==> src/rtl/lc330_boot_loader.sv <==
// Boot loader for the lc330 core: holds the core in reset, streams a length-prefixed
// little-endian program image into instruction memory, then releases the core after a hold time.
module lc330_boot_loader #(
  parameter int ADDR_W      = 10,
  parameter int HOLD_CYCLES = 4
) (
  input  logic              clk,
  input  logic              rst,
  input  logic              in_valid,
  input  logic [7:0]        in_data,
  output logic              in_ready,
  output logic              mem_we,
  output logic [ADDR_W-1:0] mem_addr,
  output logic [31:0]       mem_wdata,
  output logic              cpu_rst,
  output logic              done,
  output logic              error,
  output logic [ADDR_W:0]   words_loaded
);

  localparam int MEM_DEPTH = 2 ** ADDR_W;
  localparam int HW        = (HOLD_CYCLES < 2) ? 1 : $clog2(HOLD_CYCLES + 1);

  typedef enum logic [2:0] {S_COUNT, S_LOAD, S_HOLD, S_RUN, S_ERROR} state_t;

  state_t            state, state_next;
  logic [1:0]        byte_idx;
  logic [7:0]        n_lo;
  logic [ADDR_W:0]   n_words;
  logic [ADDR_W:0]   words_rcvd, rcvd_next;
  logic [23:0]       asm_word;
  logic [31:0]       word_buf;
  logic              word_pend;
  logic [HW-1:0]     hold_cnt;
  logic              ready_next;
  logic              accept;
  logic              last_write;
  logic [15:0]       count_full;

  assign accept     = in_valid & in_ready;
  assign count_full = {in_data, n_lo};
  assign last_write = ((words_loaded + 1'b1) == n_words);

  always_ff @(posedge clk or negedge rst) begin
    if (!rst) state <= S_COUNT;
    else      state <= state_next;
  end

  // in_ready is registered, so it drops on the same edge that accepts the final image byte.
  always_comb begin
    state_next = state;
    rcvd_next  = words_rcvd;
    case (state)
      S_COUNT: begin
        if (accept && byte_idx[0]) begin
          if (count_full == 16'd0)                      state_next = S_HOLD;
          else if (32'(count_full) > 32'(MEM_DEPTH))    state_next = S_ERROR;
          else                                          state_next = S_LOAD;
        end
      end
      S_LOAD: begin
        if (accept && byte_idx == 2'd3) rcvd_next = words_rcvd + 1'b1;
        if (mem_we && last_write)       state_next = S_HOLD;
      end
      S_HOLD: begin
        if (hold_cnt == '0) state_next = S_RUN;
      end
      default: ;
    endcase
    ready_next = (state_next == S_COUNT) ||
                 ((state_next == S_LOAD) && ((state != S_LOAD) || (rcvd_next != n_words)));
  end

  always_ff @(posedge clk or negedge rst) begin
    if (!rst) begin
      in_ready     <= 1'b0;
      mem_we       <= 1'b0;
      mem_addr     <= '0;
      mem_wdata    <= '0;
      cpu_rst      <= 1'b1;
      done         <= 1'b0;
      error        <= 1'b0;
      words_loaded <= '0;
      byte_idx     <= '0;
      n_lo         <= '0;
      n_words      <= '0;
      words_rcvd   <= '0;
      asm_word     <= '0;
      word_buf     <= '0;
      word_pend    <= 1'b0;
      hold_cnt     <= '0;
    end else begin
      in_ready   <= ready_next;
      cpu_rst    <= (state_next != S_RUN);
      done       <= (state_next == S_RUN);
      error      <= (state_next == S_ERROR);
      mem_we     <= word_pend;
      word_pend  <= 1'b0;
      words_rcvd <= rcvd_next;
      if (word_pend) mem_wdata <= word_buf;

      if (accept && state == S_COUNT) begin
        if (!byte_idx[0]) n_lo <= in_data;
        else              n_words <= count_full[ADDR_W:0];
        byte_idx <= byte_idx[0] ? 2'd0 : 2'd1;
      end else if (accept && state == S_LOAD) begin
        if (byte_idx == 2'd3) begin
          word_buf  <= {in_data, asm_word};
          word_pend <= 1'b1;
        end else begin
          asm_word <= {in_data, asm_word[23:8]};
        end
        byte_idx <= byte_idx + 2'd1;
      end

      // The final word keeps its address so a full-depth image never wraps back to 0.
      if (mem_we) begin
        words_loaded <= words_loaded + 1'b1;
        if (!last_write) mem_addr <= mem_addr + 1'b1;
      end

      if (state_next == S_HOLD && state != S_HOLD)
        hold_cnt <= HW'(HOLD_CYCLES);
      else if (state == S_HOLD && hold_cnt != '0)
        hold_cnt <= hold_cnt - 1'b1;
    end
  end

endmodule

==> config.mk <==
export PLATFORM = sky130hd
export DESIGN_NAME = lc330_boot_loader
export DESIGN_NICKNAME = d
export VERILOG_FILES = /design/src/rtl/lc330_boot_loader.sv
export SDC_FILE = /design/constraint.sdc
export NUM_CORES = 1
export LEC_CHECK = 0
export CAP_MARGIN = 30
export CORE_MARGIN = 1
export CORE_UTILIZATION = 35
export DETAILED_ROUTE_END_ITERATION = 8
export DONT_BUFFER_PORTS = 1
export HOLD_SLACK_MARGIN = 0.12
export PLACE_DENSITY = 0.5
export SKIP_LAST_GASP = 1
export SLEW_MARGIN = 20
export SYNTH_ARGS = -nofsm -noshare
export SYNTH_HDL_FRONTEND = slang
export SYNTH_SLANG_ARGS = --single-unit
==> constraint.sdc <==
create_clock -name clk -period 2.7 [get_ports clk]
set_input_delay 0.54 -clock clk [delete_from_list [all_inputs] [get_ports clk]]
set_output_delay 0.54 -clock clk [all_outputs]
set_load 0.01 [all_outputs]
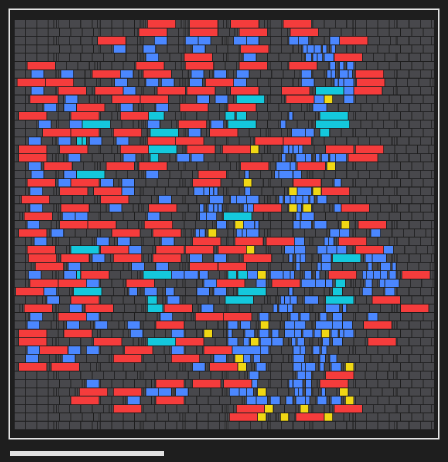
run_1/class_map.png
Scale bar: 50 µm. Fill, decap, tap and diode cells in gray.
legend:
  registers:
    color: red
    cells: 153
  clock drivers and dummy loads:
    color: cyan
    cells: 32
  remaining buffers and delay cells:
    color: yellow
    cells: 28
  remaining logic cells:
    color: blue
    cells: 325

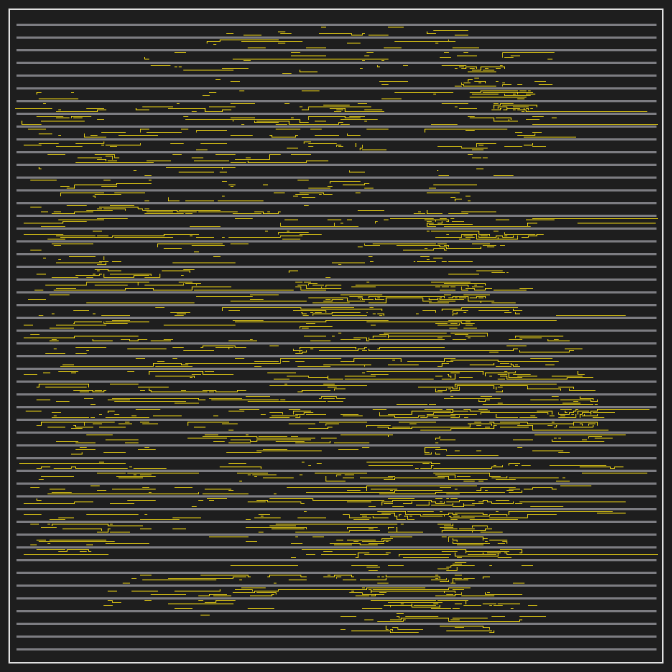
run_1/m1.png
Supply wires on this layer in gray.
longest straight run: 35.0 µm
nets with wire on the layer: 510
main direction: horizontal

==> results.cfg, run 1 <==
; yosys + openroad results
[die]
fp_util_pct = 36.2
die_x_um = 139
coreArea_mm2 = 0.0182
num_rows = 49
pin_count = 69

[final_layout]
area_growth_pct = 15.7
layout_top_cells = 152 x dfrtp_1, 108 x mux2_2, 29 x nand2_1
layout_top_cell = dfrtp_1
final_area_mm2 = 0.00762
diodes = 0
drive_gt1_share_pct = 34.0

[place]
io_buffers = 0
gp_congestion = 0.849
dp_slack_ns = -0.00897
place_area_mm2 = 0.00700

[yosys]
yosysChipArea_mm2 = 0.00658
netlist_instances = 499
yosysWarningCount = 0
largest_area_cell = dfrtp_1
top_cell_area_share_pct = 57.8
async_flop_share_pct = 100
edf_count = 0
synth-seq-cells = 153
ys_seq_share_pct = 58.2
area_leaders = dfrtp_1 58%, mux2_2 18%, xor2_1 3.7%, xnor2_1 3.2%, nand2_1 1.7%
ff_type = dfrtp_1
fp_nets = 517
ys_types = 51
synth_stat.cells = 499
syn_area_mm2 = 0.00658
synth_area_per_cell_um2 = 13.2

[worst_setup_path]
cpMostUsedCell = buf_4
arrival_ns = 2.88
crit_family = simple AND/OR/NAND/NOR gates
critPathBufInv = 2
max_stage_delay_ns = 0.52
criticalPathCategory = reg2reg
cp_cell_sequence = ha_4, nand2_1, or3_1, o211a_1, nand4_1, buf_4, o21ai_1, buf_4, or4_1, xnor2_1
crit_fanout = 10
critical_path.endpoint_type = register
start_kind = register
crit_slowest_cell = or4_1
cp.required_ns = 3.00

[sta]
post-route-min-period_ns = 2.58
hold_ws_ns = -0.179
setup_viol = 0
fin_crit_sh_pct = 95.7
fin_skew_ns = 0.00817
max_freq_mhz = 387
maxSlewHeadroom_pct = 63.4
drv_slew = 0
rsz0062_at_grt = no
setup_ws_ns = 0.117
max_slew.worst_pin.slew_ns = 0.545
hold_viol_final = 152

[clock_network]
numCtsBuffers = 17
clkTransAtPathRegs_ns = 0.06
h-tree-depth = 4
clock_latency_ns = 0.42
clkSinkCount = 153
clockBufferDepth = 2
post-cts-setup-buffer-count = 0
cts_root_buffer = clkbuf_16

[worst_hold_path]
holdCritPathClass = in2async

[drt]
wl_mm = 13.7
drt_first_pass_iters = 6
drc_errors = 2
vias_per_cell = 5.14
vias = 3939
ant_nets = 0
drtIter0Drc = 230

[power_and_ir_drop]
totalPowerFinal_mw = 4.60
peakVddDrop_uv = 412
powerDensity_mw_per_mm2 = 604
cellLeakagePower_nw = 3.71

[global_routing]
grt_pass1_wl_mm = 22.6
grt_start_max_net_pins = 154
antenna_found_initial = 0
overflow = 0
grt_pass1_vias = 4235

[outcome]
status = finished, violations left
violations = DRC, hold timing

[job]
warnings = 31
maxCapViolCount = 0
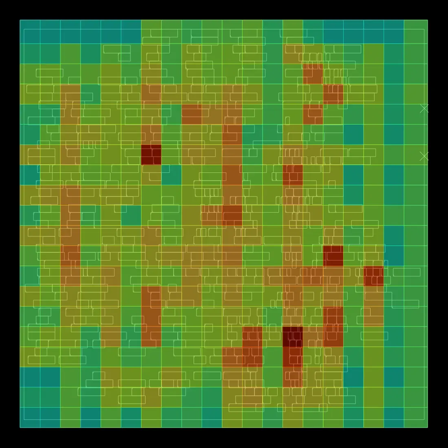
run_1/congestion_map.png
met2 Use GR: 23.4%
GRT Overall Usage: 15.2%
Most Crowded Layer GR: met2
Final Core Density: 41.8%
global routing usage on met3: 5.42%

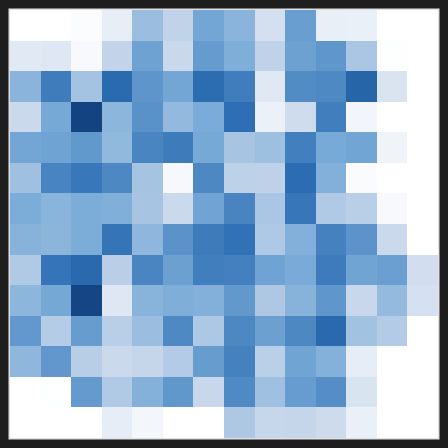
run_1/util_map.png
The die is cut into 14 by 14 equal tiles; white is low, dark blue is high, 0 to 100% covered.
fullest tile: 93%
mean over tiles: 38%
tiles over 75% full: 4.6%
nearly empty tiles: 15%

run 1: logic make-up (layout without fill, tap and decap cells):
kind of cell,Yosys count,after routing,share of synthesized area (%)
flip-flops,153,153,58.2
AND/OR/NAND/NOR,113,113,9.33
multiplexers,108,108,18.5
XOR/XNOR,52,52,6.92
AND-OR/OR-AND,34,34,3.80
buffers and inverters,32,71,1.98
adder cells (fa/ha/maj),7,7,1.33
run 1: synth_stat cells (5+ instances only):
cell type,count
clkbuf_1,8
dfrtp_1,152
nand3_1,8
xor2_1,28
buf_2,8
buf_1,5
o21ai_0,7
nor2_1,14
inv_1,11
mux2_2,108
ha_1,7
nand4_1,12
nor4_1,9
nor3_1,13
nand2_1,29
xnor2_1,24
run 1: layer usage:
| metal | share of wire [%] | track usage [%] | vias up |
|---|---|---|---|
| met1 | 46 | 19.5 | 2007 |
| met3 | 6.5 | 5.42 | 14 |
| met2 | 46 | 23.4 | 89 |
| met5 | 0 | 0 | - |
| met4 | 1.6 | 5.96 | 0 |
| li1 | - | - | 1829 |
run 1: registers in the layout (all words and copies together) (netlist names):
register	count
words_loaded	11
mem_wdata	32
in_ready	1
word_buf	32
n_words	11
asm_word	24
error	1
done	1
n_lo	8
cpu_rst	1
word_pend	1
words_rcvd	11
byte_idx	2
mem_we	1
hold_cnt	3
state	3
mem_addr	10
run 1: worst reg2reg max path: stages, from the launching register on:
cell	delay, ns
dfrtp_1	0.39
ha_4	0.18
nand2_1	0.10
or3_1	0.34
o211a_1	0.22
nand4_1	0.16
buf_4	0.15
o21ai_1	0.08
buf_4	0.19
or4_1	0.52
xnor2_1	0.14
run 1: metrics by stage:
step           TNS (ns)  instances  utilization, %
4_1_cts               0        767            41.7
5_1_grt               0        767            41.8
3_3_place_gp          0        735            38.5
6_report              0        767            41.8
2_1_floorplan         0        499               -
3_5_place_dp    -0.0161        735            38.5
run 1: where the power goes:
group / switching (mW) / internal, mW / total (mW) / leakage (nW)
Combinational: 0.00274 / 0.00255 / 0.00529 / 1.32
Clock: 0.971 / 1.33 / 2.30 / 0.275
Sequential: 0 / 2.29 / 2.29 / 2.12
Total: 0.974 / 3.63 / 4.60 / 3.71
run 1: path summary, 6_finish.rpt:
path	from	end	slack (ns)	depth (start not counted)
worst max-delay path	words_loaded[0]	mem_addr[6]	0.12	10
worst min-delay path	rst	words_loaded[10]	-0.18	0
worst max register to register	words_loaded[0]	mem_addr[6]	0.12	10
worst min register to register	words_rcvd[10]	words_rcvd[10]	0.48	1
max in group asynchronous	rst	mem_wdata[27]	2.54	0
min in group clk	in_data[7]	word_buf[31]	0.27	1
run 1: timing repair:
action / CTS / global route
endpoints found under the hold margin: 153 / 153
resized: 2 / 5
cloned: 0 / 0
pin swaps: 0 / 0
endpoints found under the setup margin: 3 / 6
run 1: area by class of cell:
type	count	area [µm²]
fillers	1702	10600
flip-flops and latches	153	3830
multi-input cells	314	2680
clock buffers	21	460
well taps	229	287
repair buffers	28	210
clock inverters	11	111
inverters	11	41.3
==> run 2: changes to the inputs <==
--- a/config.mk
+++ b/config.mk
@@ -8,6 +8,7 @@
 export CAP_MARGIN = 30
 export CORE_MARGIN = 1
 export CORE_UTILIZATION = 35
+export CTS_CLUSTER_DIAMETER = 120
 export DETAILED_ROUTE_END_ITERATION = 8
 export DONT_BUFFER_PORTS = 1
 export HOLD_SLACK_MARGIN = 0.12
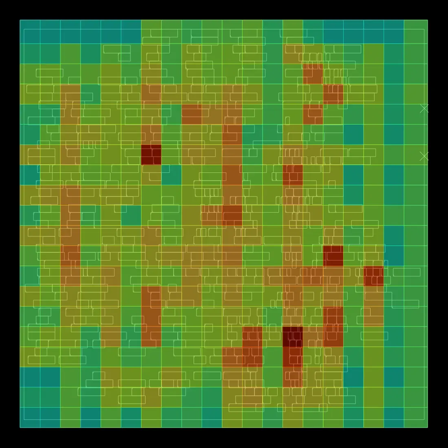
run_2/congestion_map.png
routed length per instance: 17.9 µm
GRT met1 Usage: 19.5%

==> results.cfg, run 2 <==
; yosys + openroad results
[outcome]
status = finished, violations left
violations = DRC, hold timing

[worst_setup_path]
cpMostUsedCell = buf_4
critical_path.endpoint_type = register
crit_fanout = 10
arrival_ns = 2.88
cp_cell_sequence = ha_4, nand2_1, or3_1, o211a_1, nand4_1, buf_4, o21ai_1, buf_4, or4_1, xnor2_1
critPathBufInv = 2
crit_slowest_cell = or4_1
crit_family = simple AND/OR/NAND/NOR gates
cp.required_ns = 3.00
start_kind = register
criticalPathCategory = reg2reg
max_stage_delay_ns = 0.52

[sta]
maxSlewHeadroom_pct = 63.4
drv_slew = 0
hold_viol_final = 152
fin_skew_ns = 0.00817
setup_viol = 0
max_slew.worst_pin.slew_ns = 0.545
post-route-min-period_ns = 2.58
max_freq_mhz = 387
hold_ws_ns = -0.179
setup_ws_ns = 0.117
fin_crit_sh_pct = 95.7
rsz0062_at_grt = no

[die]
fp_util_pct = 36.2
coreArea_mm2 = 0.0182
die_x_um = 139
chipArea_mm2 = 0.0194
die_h_um = 139
pin_count = 69
num_rows = 49

[final_layout]
fillers = 1702
final_area_mm2 = 0.00762
drive_gt1_share_pct = 34.0
area.sequential_mm2 = 0.00383
comb_area_mm2 = 0.00268
area_growth_pct = 15.7
reg_top3 = mem_wdata x32, word_buf x32, asm_word x24
final-instance-count-excl-fill = 767
layout_top_cells = 152 x dfrtp_1, 108 x mux2_2, 29 x nand2_1
diodes = 0
layout_top_cell = dfrtp_1
final_nets = 543

[yosys]
yosysChipArea_mm2 = 0.00658
fp_nets = 517
synthXorXnorAreaFrac_pct = 6.92
syn_area_mm2 = 0.00658
netlist_instances = 499
area_leaders = dfrtp_1 58%, mux2_2 18%, xor2_1 3.7%, xnor2_1 3.2%, nand2_1 1.7%
simple_gate_share_pct = 9.33
fa_ha_area_share_pct = 1.33
synth-compound-area-share_pct = 3.80
edf_count = 0
ys_seq_share_pct = 58.2
yosysWarningCount = 0
ys_types = 51
async_flop_share_pct = 100
ff_type = dfrtp_1
synth_stat.cells = 499
synth-seq-cells = 153
top_logic_kind = multiplexers
most_common_cell = dfrtp_1
ys_top_cells_by_count = 152 x dfrtp_1, 108 x mux2_2, 29 x nand2_1
synth_area_per_cell_um2 = 13.2
largest_area_cell = dfrtp_1
top_cell_area_share_pct = 57.8
synthMuxAreaShare_pct = 18.5

[drt]
drc_errors = 2
wl_mm = 13.7
vias_per_cell = 5.14
drt_first_pass_iters = 6
vias = 3939
drtIter0Drc = 230
ant_nets = 0

[power_and_ir_drop]
p_sw_mw = 0.974
p_comb_share_pct = 0.1
peakVddDrop_uv = 412
p_seq_share_pct = 49.8
p_clk_share_pct = 50.1
cellLeakagePower_nw = 3.71
switching_share_pct = 21.2
totalPowerFinal_mw = 4.60
p_int_mw = 3.63
powerDensity_mw_per_mm2 = 604

[place]
io_buffers = 0
dp_slack_ns = -0.00897
dp_cells = 735
place_hpwl_mm = 9.37
gp_congestion = 0.849
place_area_mm2 = 0.00700

[global_routing]
grt_pass1_wl_mm = 22.6
grt_start_max_net_pins = 154
grt_util_all_layers_pct = 15.2
grt_pass1_vias = 4235
overflow = 0
antenna_found_initial = 0

[clock_network]
h-tree-depth = 4
clockBufferDepth = 2
post-cts-setup-buffer-count = 0
clkSinkCount = 153
numCtsBuffers = 17
cts_root_buffer = clkbuf_16
clock_latency_ns = 0.42
cts_tree = yes
clkTransAtPathRegs_ns = 0.06

[worst_hold_path]
holdCritPathClass = in2async

[job]
maxCapViolCount = 0
warnings = 31
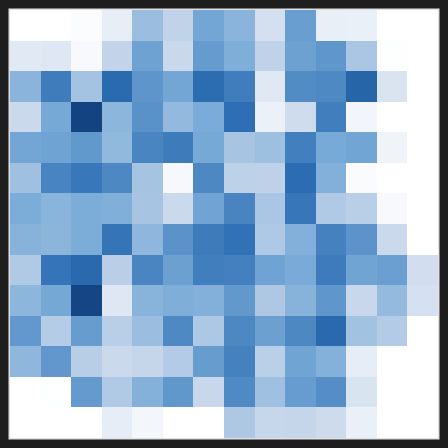
run_2/util_map.png
The die is cut into 14 by 14 equal tiles; white is low, dark blue is high, 0 to 100% covered.
fullest tile: 93%
tiles over 75% full: 4.6%
nearly empty tiles: 15%
mean over tiles: 38%

## run 2: cell counts after synthesis
Identical to the previous run, type by type.
## run 2: what timing repair did
item                                   4_1_cts  5_1_grt
endpoints found under the hold margin      153      153
setup endpoints to repair                    3        6
resized                                      2        5
## run 2: worst paths after layout
kind | cells after the start | slack [ns] | from | to
max in group asynchronous | 0 | 2.54 | rst | mem_wdata[27]
worst min register to register | 1 | 0.48 | words_rcvd[10] | words_rcvd[10]
min in group clk | 1 | 0.27 | in_data[7] | word_buf[31]
worst max-delay path | 10 | 0.12 | words_loaded[0] | mem_addr[6]
worst min-delay path | 0 | -0.18 | rst | words_loaded[10]
worst max register to register | 10 | 0.12 | words_loaded[0] | mem_addr[6]
## run 2: final cells by class
type	instances	area share, %
clock inverters	11	1.46
well taps	229	3.76
repair buffers	28	2.76
flip-flops and latches	153	50.3
inverters	11	0.542
clock buffers	21	6.05
multi-input cells	314	35.1
## run 2: kinds of logic after synthesis
logic type               after synthesis
flip-flops                           153
AND/OR/NAND/NOR                      113
multiplexers                         108
XOR/XNOR                              52
AND-OR/OR-AND                         34
buffers and inverters                 32
adder cells (fa/ha/maj)                7
## run 2: worst register-to-register path: cells and delay by family, from the launching register on
kind	cells	cell delay, ns
compound gates	2	0.30
xor+xnor	1	0.14
fa+ha+maj	1	0.18
buf+inv	2	0.34
flops	1	0.39
simple gates	4	1.12
## run 2: layer usage
| metal | share of wire (%) | wire length (µm) | vias up | global-route usage, % |
|---|---|---|---|---|
| li1 | - | - | 1829 | - |
| met1 | 46 | 6310 | 2007 | 19.5 |
| met2 | 46 | 6320 | 89 | 23.4 |
| met3 | 6.5 | 894 | 14 | 5.42 |
| met4 | 1.6 | 222 | 0 | 5.96 |
| met5 | 0 | 0 | - | 0 |
## run 2: per-stage QoR
stage	setup TNS, ns	util [%]	hold WS (ns)
2_1_floorplan	0	-	0.244
5_1_grt	0	41.8	-0.208
3_3_place_gp	0	38.5	0.252
3_5_place_dp	-0.0161	38.5	0.251
4_1_cts	0	41.7	-0.205
6_report	0	41.8	-0.179
## run 2: power groups by stage
stage / logic (mW) / clock network (mW) / registers [mW]
3_5_place_dp: 0.00533 / 0 / 2.33
6_report: 0.00529 / 2.30 / 2.29
3_3_place_gp: 0.00539 / 0 / 2.33
2_1_floorplan: 0.00415 / 0 / 2.34
4_1_cts: 0.00535 / 2.36 / 2.29
5_1_grt: 0.00569 / 2.46 / 2.29
run_2/m4.png
Scale bar: 50 µm. Supply wires on this layer in gray. Cells faint in the background.
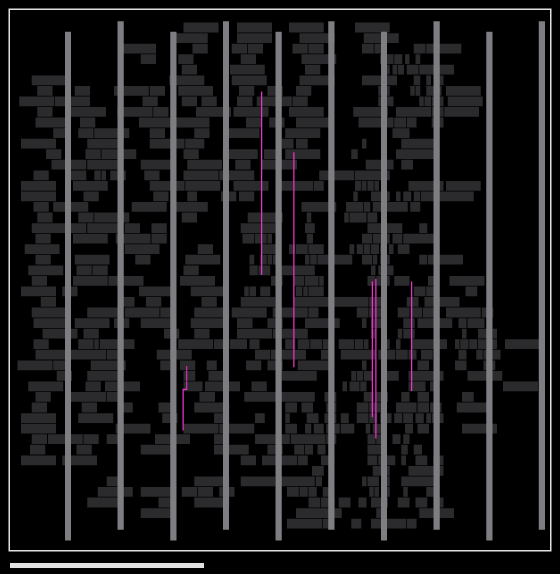

==> run 3: changes to the inputs <==
--- a/config.mk
+++ b/config.mk
@@ -18,3 +18,4 @@
 export SYNTH_ARGS = -nofsm -noshare
 export SYNTH_HDL_FRONTEND = slang
 export SYNTH_SLANG_ARGS = --single-unit
+export TNS_END_PERCENT = 30
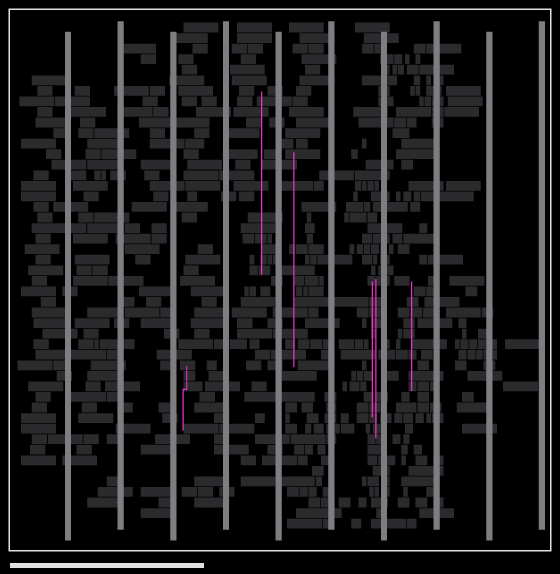
run_3/m4.png
Scale bar: 50 µm. Supply wires on this layer in gray. Cells faint in the background.
nets with wire on the layer: 5
longest straight run: 55.1 µm
main direction: vertical
wire length on this layer: 223 µm
share of all routed wire: 1.6%

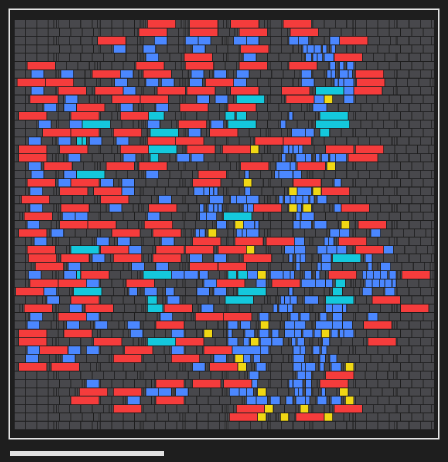
run_3/class_map.png
Scale bar: 50 µm. Fill, decap, tap and diode cells in gray.
legend:
  clock drivers and dummy loads:
    color: cyan
    cells: 32
  registers:
    color: red
    cells: 153
  remaining logic cells:
    color: blue
    cells: 325
  remaining buffers and delay cells:
    color: yellow
    cells: 28

==> results.cfg, run 3 <==
; yosys + openroad results
[outcome]
status = finished, violations left
violations = DRC, hold timing

[yosys]
yosysChipArea_mm2 = 0.00658
simple_gate_share_pct = 9.33
ys_top_cells_by_count = 152 x dfrtp_1, 108 x mux2_2, 29 x nand2_1
ff_type = dfrtp_1
yosysWarningCount = 0
async_flop_share_pct = 100
area_leaders = dfrtp_1 58%, mux2_2 18%, xor2_1 3.7%, xnor2_1 3.2%, nand2_1 1.7%
syn_area_mm2 = 0.00658
synth-compound-area-share_pct = 3.80
top_cell_area_share_pct = 57.8
synth_area_per_cell_um2 = 13.2
largest_area_cell = dfrtp_1
fa_ha_area_share_pct = 1.33
synthMuxAreaShare_pct = 18.5
synthXorXnorAreaFrac_pct = 6.92
ys_seq_share_pct = 58.2
synth_stat.cells = 499
synth-seq-cells = 153
fp_nets = 517

[job]
maxCapViolCount = 0
warnings = 32

[global_routing]
grt_pass1_vias = 4235
overflow = 0
antenna_found_initial = 0
grt_pass1_wl_mm = 22.6

[sta]
hold_viol_final = 152
hold_ws_ns = -0.179
max_freq_mhz = 386
finalSetupTns_ns = 0
fin_skew_ns = 0.00817
drv_slew = 0
fin_crit_sh_pct = 96.0
maxSlewHeadroom_pct = 63.4
rsz0062_at_grt = yes

[clock_network]
numCtsBuffers = 17
clkSinkCount = 153
post-cts-setup-buffer-count = 0
cts_root_buffer = clkbuf_16
clkTransAtPathRegs_ns = 0.06
clockBufferDepth = 2
cts_tree = yes
clock_latency_ns = 0.42

[power_and_ir_drop]
p_clk_share_pct = 50.1
cellLeakagePower_nw = 3.71
p_sw_mw = 0.973
p_seq_share_pct = 49.8
powerDensity_mw_per_mm2 = 606
peakVddDrop_uv = 411
p_comb_share_pct = 0.1
switching_share_pct = 21.2

[drt]
drtIter0Drc = 264
wl_per_cell_um = 17.8
ant_nets = 0
drt_first_pass_iters = 6
wl_mm = 13.7
drc_errors = 2

[die]
die_h_um = 139
die_x_um = 139
fp_util_pct = 36.2
coreArea_mm2 = 0.0182
chipArea_mm2 = 0.0194

[place]
place_hpwl_mm = 9.37
io_buffers = 0

[worst_setup_path]
criticalPathCategory = reg2reg
r2r_setup_slack_ns = 0.11
cp.required_ns = 3.00
crit_fanout = 10
arrival_ns = 2.89
r2r_end = mem_addr[6]
crit_path_start = words_loaded[0]
start_kind = register
critical_path.endpoint_type = register

[final_layout]
layout_top_cell = dfrtp_1
fillers = 1701
reg_top3 = mem_wdata x32, word_buf x32, asm_word x24
final_nets = 543
layout_top_cells = 152 x dfrtp_1, 108 x mux2_2, 29 x nand2_1

[worst_hold_path]
holdCritPathClass = in2async
[run 3: metrics by stage]
step           hold slack (ns)  setup WS, ns  power (mW)  area [µm²]  cells
6_report                -0.179         0.109        4.60        7600    767
5_1_grt                 -0.208       -0.0207        4.75        7600    767
4_1_cts                 -0.205        0.0334        4.65        7580    767
3_5_place_dp             0.251      -0.00897        2.34        7000    735
3_3_place_gp             0.252        0.0783        2.34        7000    735
2_1_floorplan            0.244       0.00600        2.34        6580    499
[run 3: cell families after synthesis]
| kind of cell | after synthesis |
|---|---|
| XOR/XNOR | 52 |
| multiplexers | 108 |
| flip-flops | 153 |
| adder cells (fa/ha/maj) | 7 |
| AND-OR/OR-AND | 34 |
| buffers and inverters | 32 |
| AND/OR/NAND/NOR | 113 |
[run 3: area by class of cell]
cell class	instances	area, µm²	share of cell area (%)
Tap cell	229	287	3.77
Multi-Input combinational cell	314	2660	35.0
Timing Repair Buffer	28	210	2.77
Clock buffer	21	460	6.06
Inverter	11	41.3	0.543
Clock inverter	11	111	1.47
Sequential cell	153	3830	50.4
[run 3: worst max-delay path: stages, from the launching register on]
cell and delay [ns]:
dfrtp_1 0.39, ha_4 0.18, nand2_1 0.10, or3_1 0.34
o211a_1 0.22, nand4_1 0.16, buf_4 0.15, o21ai_1 0.08
buf_4 0.19, or4_1 0.52, xnor2_1 0.14
[run 3: power groups by stage]
| stage | clock, mW | combinational, mW | sequential (mW) |
|---|---|---|---|
| 4_1_cts | 2.36 | 0.00535 | 2.29 |
| 6_report | 2.30 | 0.00529 | 2.29 |
| 3_5_place_dp | 0 | 0.00533 | 2.33 |
| 3_3_place_gp | 0 | 0.00539 | 2.33 |
| 5_1_grt | 2.46 | 0.00569 | 2.29 |
| 2_1_floorplan | 0 | 0.00415 | 2.34 |
[run 3: repair_timing]
| action | in CTS | in global routing |
|---|---|---|
| endpoints found under the hold margin | 153 | 153 |
| endpoints found under the setup margin | 3 | 6 |
| gates resized | 2 | 2 |
| gates cloned | 0 | 0 |
[run 3: worst max-delay path by stage]
stage | endpoint | slack, ns | cells past startpoint
6_report | mem_addr[6] | 0.11 | 10
5_1_grt | in_ready | -0.02 | 8
4_1_cts | done | 0.03 | 8
3_5_place_dp | done | -0.009 | 8
3_3_place_gp | mem_addr[6] | 0.08 | 9
2_1_floorplan | done | 0.006 | 10
[run 3: per-layer routing]
metal  wire length (µm)  vias to the layer above  track usage (%)
li1                   -                     1834                -
met1               6280                     2003             19.5
met3                902                       14             5.42
met5                  0                        -                0
met4                222                        0             5.96
met2               6280                       85             23.4
Power figures rest on the tool's default switching activity, not on a simulated workload.
